$ cat src/rtl/banco_registradores_pkg.sv
// Shared constants for the MIPS register file, control unit and write-register select mux.
// Register index width is fixed at 5 bits by the ISA.
package banco_registradores_pkg;

  localparam int NREG_DEF  = 32;
  localparam int WIDTH_DEF = 32;
  localparam int IDX_W     = 5;

  localparam logic [IDX_W-1:0] REG_ZERO = 5'd0;
  localparam logic [IDX_W-1:0] REG_V0   = 5'd2;
  localparam logic [IDX_W-1:0] REG_SP   = 5'd29;
  localparam logic [IDX_W-1:0] REG_RA   = 5'd31;

  typedef enum logic {
    REG_WRITE_OFF = 1'b0,
    REG_WRITE_ON  = 1'b1
  } reg_write_t;

  typedef enum logic {
    REG_DST_RT = 1'b0,
    REG_DST_RD = 1'b1
  } reg_dst_t;

  // A pending write lands on this read address; writes to $zero never hit.
  function automatic logic wr_hit(input logic en, input logic [IDX_W-1:0] waddr,
                                  input logic [IDX_W-1:0] raddr);
    return en && (waddr != REG_ZERO) && (waddr == raddr);
  endfunction

endpackage

$ cat src/rtl/banco_registradores_porta_leitura.sv
// One combinational read port over the register array, with optional same-cycle write forwarding.
module porta_leitura
  import banco_registradores_pkg::*;
#(
  parameter int NREG   = NREG_DEF,
  parameter int WIDTH  = WIDTH_DEF,
  parameter int BYPASS = 1
) (
  input  logic [WIDTH-1:0] regs [NREG],
  input  logic [IDX_W-1:0] addr,
  input  logic             wr_en,
  input  logic [IDX_W-1:0] wr_addr,
  input  logic [WIDTH-1:0] wr_data,
  output logic [WIDTH-1:0] data
);

  logic hit;

  assign hit = (BYPASS != 0) && wr_hit(wr_en, wr_addr, addr);

  always_comb begin
    data = '0;
    if (addr == REG_ZERO) begin
      data = '0;
    end else if (hit) begin
      data = wr_data;
    end else begin
      data = regs[addr];
    end
  end

endmodule

$ cat src/rtl/banco_registradores.sv
// MIPS register file: one write port, two forwarded read ports (rs, rt), one raw debug port,
// and a wrapping count of committed writes. Async active-high clear of the whole flop array.
module banco_registradores
  import banco_registradores_pkg::*;
#(
  parameter int NREG   = NREG_DEF,
  parameter int WIDTH  = WIDTH_DEF,
  parameter int BYPASS = 1
) (
  input  logic             clk,
  input  logic             rst,
  input  logic [IDX_W-1:0] regLeit1,
  input  logic [IDX_W-1:0] regLeit2,
  input  logic [IDX_W-1:0] regEsc,
  input  logic             escReg,
  input  logic [WIDTH-1:0] dadoEsc,
  output logic [WIDTH-1:0] dado1,
  output logic [WIDTH-1:0] dado2,
  input  logic [IDX_W-1:0] regDbg,
  output logic [WIDTH-1:0] dadoDbg,
  output logic [15:0]      nEscritas
);

  logic [WIDTH-1:0] regs [NREG];
  logic             wr_commit;

  // An X/Z index makes the compare unknown, so the write is dropped rather than smeared.
  assign wr_commit = escReg && (regEsc != REG_ZERO);

  always_ff @(posedge clk or posedge rst) begin
    if (rst) begin
      for (int i = 0; i < NREG; i++) begin
        regs[i] <= '0;
      end
      nEscritas <= '0;
    end else if (wr_commit) begin
      regs[regEsc] <= dadoEsc;
      nEscritas    <= nEscritas + 16'd1;
    end
  end

  porta_leitura #(.NREG(NREG), .WIDTH(WIDTH), .BYPASS(BYPASS)) u_porta1 (
    .regs    (regs),
    .addr    (regLeit1),
    .wr_en   (escReg),
    .wr_addr (regEsc),
    .wr_data (dadoEsc),
    .data    (dado1)
  );

  porta_leitura #(.NREG(NREG), .WIDTH(WIDTH), .BYPASS(BYPASS)) u_porta2 (
    .regs    (regs),
    .addr    (regLeit2),
    .wr_en   (escReg),
    .wr_addr (regEsc),
    .wr_data (dadoEsc),
    .data    (dado2)
  );

  // Debug port always shows committed state.
  porta_leitura #(.NREG(NREG), .WIDTH(WIDTH), .BYPASS(0)) u_porta_dbg (
    .regs    (regs),
    .addr    (regDbg),
    .wr_en   (1'b0),
    .wr_addr (REG_ZERO),
    .wr_data ('0),
    .data    (dadoDbg)
  );

endmodule

$ cat config.mk
export PLATFORM = sky130hd
export DESIGN_NAME = banco_registradores
export DESIGN_NICKNAME = d
export VERILOG_FILES = /design/src/rtl/banco_registradores_pkg.sv /design/src/rtl/banco_registradores_porta_leitura.sv /design/src/rtl/banco_registradores.sv
export SDC_FILE = /design/constraint.sdc
export NUM_CORES = 2
export LEC_CHECK = 0
export CORE_MARGIN = 3
export CORE_UTILIZATION = 40
export CTS_CLUSTER_DIAMETER = 50
export DETAILED_ROUTE_END_ITERATION = 6
export DONT_BUFFER_PORTS = 1
export RECOVER_POWER = 50
export REMOVE_ABC_BUFFERS = 1
export SLEW_MARGIN = 20
export SYNTH_ARGS = -nofsm -noshare
export SYNTH_HDL_FRONTEND = slang
export SYNTH_SLANG_ARGS = --single-unit
$ cat constraint.sdc
create_clock -name clk -period 98.7 [get_ports clk]
set_input_delay 9.87 -clock clk [delete_from_list [all_inputs] [get_ports clk]]
set_output_delay 9.87 -clock clk [all_outputs]
set_load 0.02 [all_outputs]
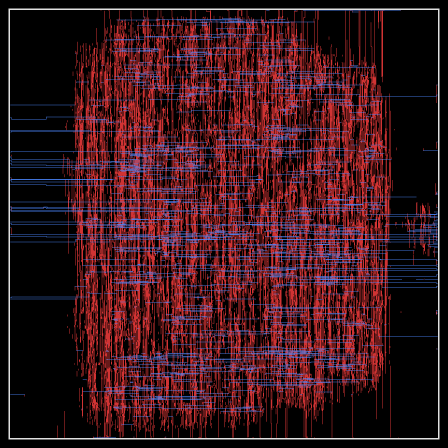
(images/layers.png)
Only two layers are drawn.
color	layer	wire length
blue	M3	23.5 mm
red	M2	105 mm
GRT Resource Usage Total: 27.3%
routed wire length per instance: 36.0 µm

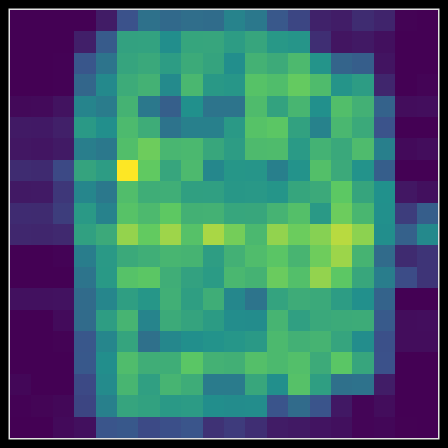
(images/route_heat.png)
20 x 20 tiles, from dark purple (low) to yellow (high), scaled to the fullest tile. Values are wire area over tile area, all layers added.
tiles over half the peak	46%
fullest tile	0.59
mean over tiles	0.23
nearly empty tiles	15%
densest ninth of the die	middle
via count: 43,100
Post-Route WL: 229,000 µm

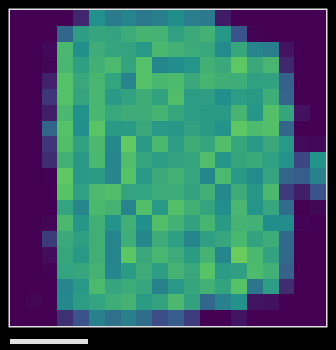
(images/util_map.png)
Scale bar: 100 µm. 20 x 20 tiles, from dark purple (low) to yellow (high), 0 to 100% covered.
tiles over 75% full	0.70%
fullest tile	77%
nearly empty tiles	24%
mean over tiles	40%
core area: 159,000 µm²
Finished Core Util: 43.7%
floorplan utilization: 40.5%

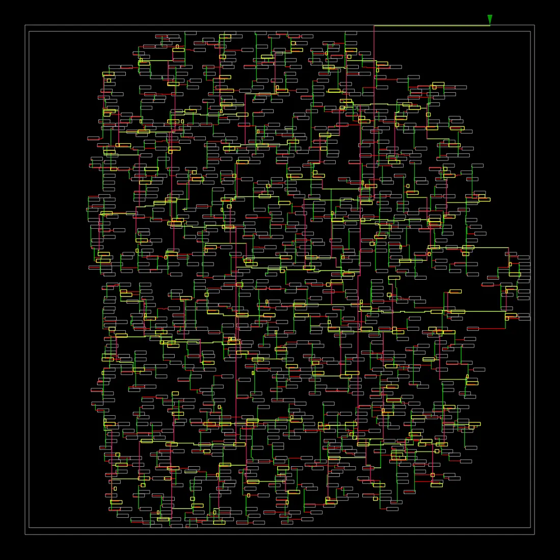
(images/clock_nets.png)
skew final: 0.0239 ns
flop count: 1,040
clock sink total: 1,040
Clock buffer cells: 174

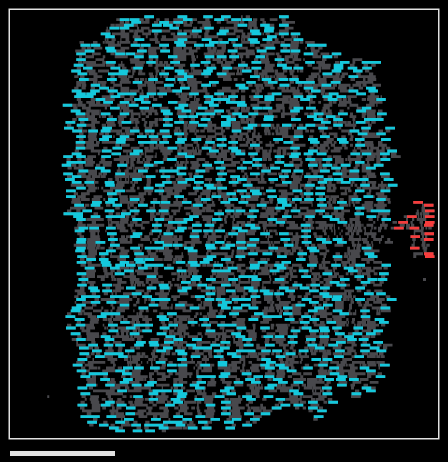
(images/ff_map.png)
Scale bar: 100 µm.
color	netlist name	placed flops
red	nEscritas	16
cyan	regs	1,024
Seq. cell area: 26,000 µm²
Seq power: 0.588 mW
fraction of area in registers: 37.4%

==> results.toml <==
# yosys + openroad results
[outcome]
status = "complete, but fails checks"
violations = "max-capacitance violations, max-slew violations"

[placed_design]
io_buffers = 0
globalplace.congestion = 0.811
dp_hpwl_um = 113000

[logic_synthesis]
ys_seq_share_pct = 40.3
edf_count = 0
ys.warnings.count = 0
yosys-stat-cells = 4427

[critical_path]
cp_max_fo = 303
r2r_cells = 5
r2r_slack_ns = 97.02
crit_chain = "xor2_1, nor4_1, nand3_4, buf_4, o32ai_1, buf_4"
path_class = "input pin to primary output"

[timing]
post-route-min-period_ns = 23.09
drv_slew = 1220
hold_viol_final = 0

[final_layout]
area_dominant_class = "multi-input combinational cells"
inverters = 44
fin_area_um2 = 69600
final_common_cell = "dfrtp_1"
diodes = 1
final_cell_mix = "1,040 x dfrtp_1, 790 x mux2_2, 731 x mux4_2"
signal_buffers = 57

[global_route]
grtUsageMet2_pct = 41.9
first_global_vias = 43300

[route]
met1_length_um = 90400
top_layer_used = "met5"

[floorplan]
die-area_um2 = 166000
nWellTaps = 2146

[clock_network]
post_cts_resized = 0
cts_buffers = 138
post-cts-setup-buffers = 0
clock_path_buffers = 3

[flow_run]
maxCapViolations = 28
critical path, delay by kind of cell:
kind / cells / cell delay, ns
AND/OR/NAND/NOR: 2 / 1.00
AND-OR/OR-AND: 1 / 0.81
buffers and inverters: 2 / 0.77
XOR/XNOR: 1 / 0.34
where the power goes:
part | internal, mW | switching, mW | total (mW)
Sequential | 0.508 | 0.0807 | 0.588
Combinational | 0.187 | 0.111 | 0.298
Clock | 0.305 | 0.208 | 0.514
cells by family after synthesis:
kind of cell	after synthesis	synth area share (%)
compound gates	426	4.76
simple gates	394	3.05
flops	1040	40.3
mux	1979	46.9
buf+inv	562	4.64
xor+xnor	25	0.339
fa+ha+maj	1	0.0194
state kept, by name, indices dropped and copies added (netlist names):
register and cells:
nEscritas 16, regs 1024
stage by stage:
step	hold slack [ns]	total power, mW
5_1_grt	0.411	1.45
2_1_floorplan	0.365	0.810
4_1_cts	0.402	1.40
3_3_place_gp	0.380	0.878
6_report	0.401	1.40
3_5_place_dp	0.387	0.887
cell usage after synthesis, types with 5 or more instances:
master and count:
a211oi_1 59, a22oi_1 18, nand2b_1 11, o221ai_1 9, buf_4 52, mux2_2 790
a211o_1 16, nor3_1 80, nor2_2 9, clkbuf_1 202, nand3_1 9, nand2_1 101
a21oi_1 21, nor4_1 8, a211oi_2 6, buf_6 44, inv_1 43, a31oi_1 6
xor2_1 11, a221o_1 17, o22ai_1 75, dfrtp_1 1040, mux2i_1 233, o21ai_1 57
nor3b_1 13, nor2_1 88, a221oi_2 8, mux4_2 731, o22a_1 15, a221oi_1 36
or2_2 6, nand3b_1 7, buf_1 41, a311oi_1 9, and3_1 5, nor2b_1 24
buf_8 7, o21ai_0 45, buf_2 167, mux2_1 225, xnor2_1 14
Power is estimated from default activity; no workload was simulated.
